$ cat src/rtl/trap_pkg.sv
// Shared definitions for the machine-mode trap controller: FSM states,
// CSR addresses, trap cause codes and mstatus bit positions.
package trap_pkg;

    typedef enum logic [2:0] {
        IDLE,
        W_MEPC,
        W_MCAUSE,
        W_MSTATUS,
        W_MRET,
        JUMP
    } trap_state_e;

    localparam logic [11:0] CSR_MSTATUS = 12'h300;
    localparam logic [11:0] CSR_MTVEC   = 12'h305;
    localparam logic [11:0] CSR_MEPC    = 12'h341;
    localparam logic [11:0] CSR_MCAUSE  = 12'h342;

    // Exception code for ECALL from M-mode and interrupt code for the
    // machine timer (the interrupt flag is the cause MSB, added by the user).
    localparam int CAUSE_ECALL_M = 11;
    localparam int CAUSE_M_TIMER = 7;

    localparam int MIE_BIT  = 3;
    localparam int MPIE_BIT = 7;

endpackage

$ cat src/rtl/trap_ctrl_if.sv
// Secondary CSR write port between the trap controller and the CSR file.
// ex_csr_we_i tells the controller the EX stage owns the CSR file this cycle.
interface trap_ctrl_if #(
    parameter int XLEN   = 64,
    parameter int CSR_AW = 12
);
    logic              csr_we_o;
    logic [CSR_AW-1:0] csr_waddr_o;
    logic [XLEN-1:0]   csr_wdata_o;
    logic              ex_csr_we_i;

    modport master (
        output csr_we_o,
        output csr_waddr_o,
        output csr_wdata_o,
        input  ex_csr_we_i
    );

    modport slave (
        input  csr_we_o,
        input  csr_waddr_o,
        input  csr_wdata_o,
        output ex_csr_we_i
    );
endinterface

$ cat src/rtl/trap_ctrl.sv
// Machine-mode trap controller: sequences the mepc/mcause/mstatus updates
// for ECALL and timer interrupts, the mstatus restore for MRET, and issues
// a one-cycle redirect to mtvec or mepc once the CSR writes are done.
module trap_ctrl
    import trap_pkg::*;
#(
    parameter int XLEN   = 64,
    parameter int CSR_AW = 12
) (
    input  logic            clk,
    input  logic            rst_n,
    input  logic            ecall_i,
    input  logic            mret_i,
    input  logic            irq_i,
    input  logic            inst_valid_i,
    input  logic [XLEN-1:0] inst_pc_i,
    input  logic            global_int_en_i,
    input  logic [XLEN-1:0] csr_mtvec_i,
    input  logic [XLEN-1:0] csr_mepc_i,
    input  logic [XLEN-1:0] csr_mstatus_i,
    trap_ctrl_if.master     csr,
    output logic            hold_o,
    output logic            jump_o,
    output logic [XLEN-1:0] jump_addr_o
);

    trap_state_e     state_q, state_d;
    logic [XLEN-1:0] pc_q, pc_d;
    logic [XLEN-1:0] cause_q, cause_d;
    logic [XLEN-1:0] target_q, target_d;
    logic            hold_c;

    // Trap entry: save MIE into MPIE and disable interrupts.
    function automatic logic [XLEN-1:0] trap_mstatus(input logic [XLEN-1:0] ms);
        logic [XLEN-1:0] r;
        r           = ms;
        r[MPIE_BIT] = ms[MIE_BIT];
        r[MIE_BIT]  = 1'b0;
        return r;
    endfunction

    // Trap return: restore MIE from MPIE and set MPIE.
    function automatic logic [XLEN-1:0] mret_mstatus(input logic [XLEN-1:0] ms);
        logic [XLEN-1:0] r;
        r           = ms;
        r[MIE_BIT]  = ms[MPIE_BIT];
        r[MPIE_BIT] = 1'b1;
        return r;
    endfunction

    // State and latched trap context; reset abandons any sequence in flight.
    always_ff @(posedge clk or negedge rst_n) begin
        if (!rst_n) begin
            state_q  <= IDLE;
            pc_q     <= '0;
            cause_q  <= '0;
            target_q <= '0;
        end else begin
            state_q  <= state_d;
            pc_q     <= pc_d;
            cause_q  <= cause_d;
            target_q <= target_d;
        end
    end

    // Next-state and outputs; a write state only advances when the EX stage
    // is not using the CSR file, so a conflicting write is simply retried.
    always_comb begin
        state_d         = state_q;
        pc_d            = pc_q;
        cause_d         = cause_q;
        target_d        = target_q;
        hold_c          = 1'b0;
        jump_o          = 1'b0;
        jump_addr_o     = '0;
        csr.csr_we_o    = 1'b0;
        csr.csr_waddr_o = '0;
        csr.csr_wdata_o = '0;
        case (state_q)
            IDLE: begin
                if (ecall_i) begin
                    state_d = W_MEPC;
                    pc_d    = inst_pc_i;
                    cause_d = XLEN'(CAUSE_ECALL_M);
                    hold_c  = 1'b1;
                end else if (mret_i) begin
                    state_d = W_MRET;
                    hold_c  = 1'b1;
                end else if (irq_i && global_int_en_i && inst_valid_i) begin
                    state_d = W_MEPC;
                    pc_d    = inst_pc_i;
                    cause_d = {1'b1, (XLEN-1)'(CAUSE_M_TIMER)};
                    hold_c  = 1'b1;
                end
            end
            W_MEPC: begin
                hold_c = 1'b1;
                if (!csr.ex_csr_we_i) begin
                    csr.csr_we_o    = 1'b1;
                    csr.csr_waddr_o = CSR_AW'(CSR_MEPC);
                    csr.csr_wdata_o = pc_q;
                    state_d         = W_MCAUSE;
                end
            end
            W_MCAUSE: begin
                hold_c = 1'b1;
                if (!csr.ex_csr_we_i) begin
                    csr.csr_we_o    = 1'b1;
                    csr.csr_waddr_o = CSR_AW'(CSR_MCAUSE);
                    csr.csr_wdata_o = cause_q;
                    state_d         = W_MSTATUS;
                end
            end
            W_MSTATUS: begin
                hold_c = 1'b1;
                if (!csr.ex_csr_we_i) begin
                    csr.csr_we_o    = 1'b1;
                    csr.csr_waddr_o = CSR_AW'(CSR_MSTATUS);
                    csr.csr_wdata_o = trap_mstatus(csr_mstatus_i);
                    target_d        = csr_mtvec_i;
                    state_d         = JUMP;
                end
            end
            W_MRET: begin
                hold_c = 1'b1;
                if (!csr.ex_csr_we_i) begin
                    csr.csr_we_o    = 1'b1;
                    csr.csr_waddr_o = CSR_AW'(CSR_MSTATUS);
                    csr.csr_wdata_o = mret_mstatus(csr_mstatus_i);
                    target_d        = csr_mepc_i;
                    state_d         = JUMP;
                end
            end
            JUMP: begin
                hold_c      = 1'b1;
                jump_o      = 1'b1;
                jump_addr_o = target_q;
                state_d     = IDLE;
            end
            default: state_d = IDLE;
        endcase
    end

    // The IDLE accept path is input-driven, so mask it while reset is held.
    assign hold_o = hold_c & rst_n;

endmodule

$ cat src/flat_wrapper.sv
// flat-port wrapper written by rule: the top's interface ports become plain ports
module trap_ctrl_flat import trap_pkg::*;
#(
    parameter int XLEN   = 64,
    parameter int CSR_AW = 12
)
  (clk, rst_n, ecall_i, mret_i, irq_i, inst_valid_i, inst_pc_i, global_int_en_i, csr_mtvec_i, csr_mepc_i, csr_mstatus_i, hold_o, jump_o, jump_addr_o, csr_csr_we_o, csr_csr_waddr_o, csr_csr_wdata_o, csr_ex_csr_we_i);
  trap_ctrl_if #(.XLEN(XLEN), .CSR_AW(CSR_AW)) csr_i ();
  input  logic clk;
  input  logic rst_n;
  input  logic ecall_i;
  input  logic mret_i;
  input  logic irq_i;
  input  logic inst_valid_i;
  input  logic [XLEN-1:0] inst_pc_i;
  input  logic global_int_en_i;
  input  logic [XLEN-1:0] csr_mtvec_i;
  input  logic [XLEN-1:0] csr_mepc_i;
  input  logic [XLEN-1:0] csr_mstatus_i;
  output logic hold_o;
  output logic jump_o;
  output logic [XLEN-1:0] jump_addr_o;
  output wire logic [$bits(csr_i.csr_we_o)-1:0] csr_csr_we_o;
  output wire logic [$bits(csr_i.csr_waddr_o)-1:0] csr_csr_waddr_o;
  output wire logic [$bits(csr_i.csr_wdata_o)-1:0] csr_csr_wdata_o;
  input wire logic [$bits(csr_i.ex_csr_we_i)-1:0] csr_ex_csr_we_i;
  assign csr_csr_we_o = csr_i.csr_we_o;
  assign csr_csr_waddr_o = csr_i.csr_waddr_o;
  assign csr_csr_wdata_o = csr_i.csr_wdata_o;
  assign csr_i.ex_csr_we_i = csr_ex_csr_we_i;
  trap_ctrl #(.XLEN(XLEN), .CSR_AW(CSR_AW)) u_core (.clk(clk), .rst_n(rst_n), .ecall_i(ecall_i), .mret_i(mret_i), .irq_i(irq_i), .inst_valid_i(inst_valid_i), .inst_pc_i(inst_pc_i), .global_int_en_i(global_int_en_i), .csr_mtvec_i(csr_mtvec_i), .csr_mepc_i(csr_mepc_i), .csr_mstatus_i(csr_mstatus_i), .csr(csr_i), .hold_o(hold_o), .jump_o(jump_o), .jump_addr_o(jump_addr_o));
endmodule
$ cat config.mk
export PLATFORM = sky130hd
export DESIGN_NAME = trap_ctrl_flat
export DESIGN_NICKNAME = d
export VERILOG_FILES = /design/src/rtl/trap_pkg.sv /design/src/rtl/trap_ctrl_if.sv /design/src/rtl/trap_ctrl.sv /design/src/flat_wrapper.sv
export SDC_FILE = /design/constraint.sdc
export NUM_CORES = 1
export LEC_CHECK = 0
export CORE_MARGIN = 4
export CORE_UTILIZATION = 30
export DETAILED_ROUTE_END_ITERATION = 10
export PLACE_DENSITY = 0.76
export SYNTH_ARGS = -nofsm -noshare
export SYNTH_HDL_FRONTEND = slang
export SYNTH_SLANG_ARGS = --single-unit
$ cat constraint.sdc
create_clock -name clk -period 3.5 [get_ports clk]
set_input_delay 0.525 -clock clk [delete_from_list [all_inputs] [get_ports clk]]
set_output_delay 0.525 -clock clk [all_outputs]
set_load 0.01 [all_outputs]
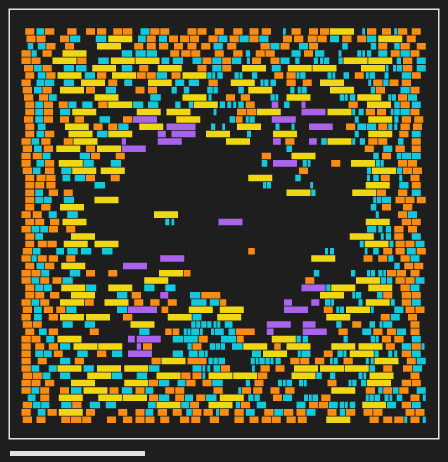
*Placement by cell class*
The bar under the picture is 50 um long.
[remaining buffers and delay cells] orange | cells: 412
[registers] yellow | cells: 134
[clock drivers and dummy loads] purple | cells: 32
[remaining logic cells] cyan | cells: 436

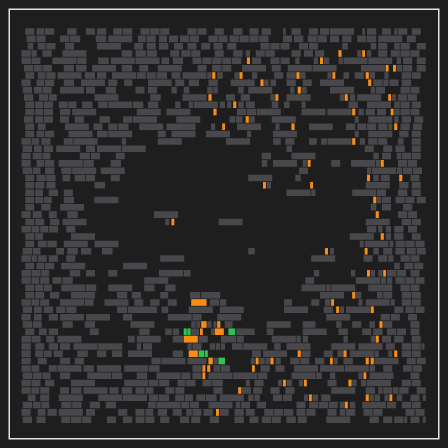
*Selected gate families*
[nand cells] green | cells: 6 | most used: nand2_1 | where: bottom middle
[nor cells] orange | cells: 77 | most used: nor2_1
post-layout instance count excluding filler cells: 1295
combinational share of cell area: 0.276

==> flow_metrics.tcl <==
# flow metrics
set metrics [dict create \
    fillerInstances 2005 \
    routed.top_layer "met4" \
    fin_tns_setup_ns 0 \
    detailed_place_hpwl_um 18100 \
    largest_net_degree_at_the_start_of_global_routing 90 \
    overall_power_mw 8.22 \
    finalMaxSlewViolations 0 \
    final.signal_inverter_count 2 \
    power.sequential.fraction 0.340 \
    die_width_um 159 \
    area.combinational_um2 3210 \
    path_clk_slew_ns 0.06 \
    antenna_violating_nets_post_route 0 \
    floorplan.initialDensity 0.309 \
    tap_cells 280 \
    global_route_wire_length_before_repair_um 36500 \
    synth_top_cell_by_count "dfrtp_1" \
    cp.arrival_ns 2.82 \
    globalplace.congestion 0.785 \
    postCtsSetupBuffers 0 \
    netlist_area_um2 6840 \
    antenna_found_initial 1 \
    grtUsageMet2 0.319 \
    run_status "completed" \
    synth_sequential_area_ratio 0.490 \
    yosys_register_bits 134 \
    core_region_area_um2 22100 \
    yosysWarnings 0 \
    utilization 0.527 \
    worstSetupEndpoint "csr_csr_wdata_o[60]" \
    fmax_ghz 0.299 \
    route.detailed.wl_per_inst_um 18.3 \
    synth_largest_type_area_fraction 0.490 \
    power_clock_mw 1.79 \
    critical_path_required_ns 2.97 \
    count_of_port_buffers_added_during_placement 399 \
    reg_top3 "u_core.pc_q (64), u_core.target_q (64)" \
    p_int_mw 5.48 \
    cellPowerDensity_nw_per_um2 705 \
    timing.final.hold_violations 0 \
    remaining_drc_errors 0 \
    post_cts_hold_buffer_count 1 \
]
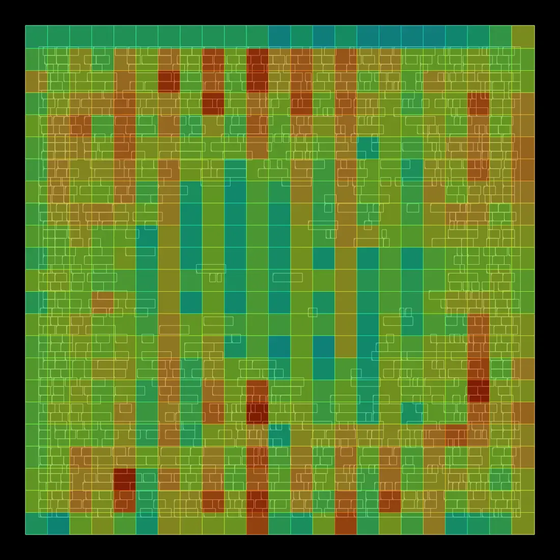
*Routing congestion*
met1 global-route usage: 0.215
Global Route met3 Usage: 0.0663
Top Usage Layer GRT: met2
Global Route Usage Sum: 0.184

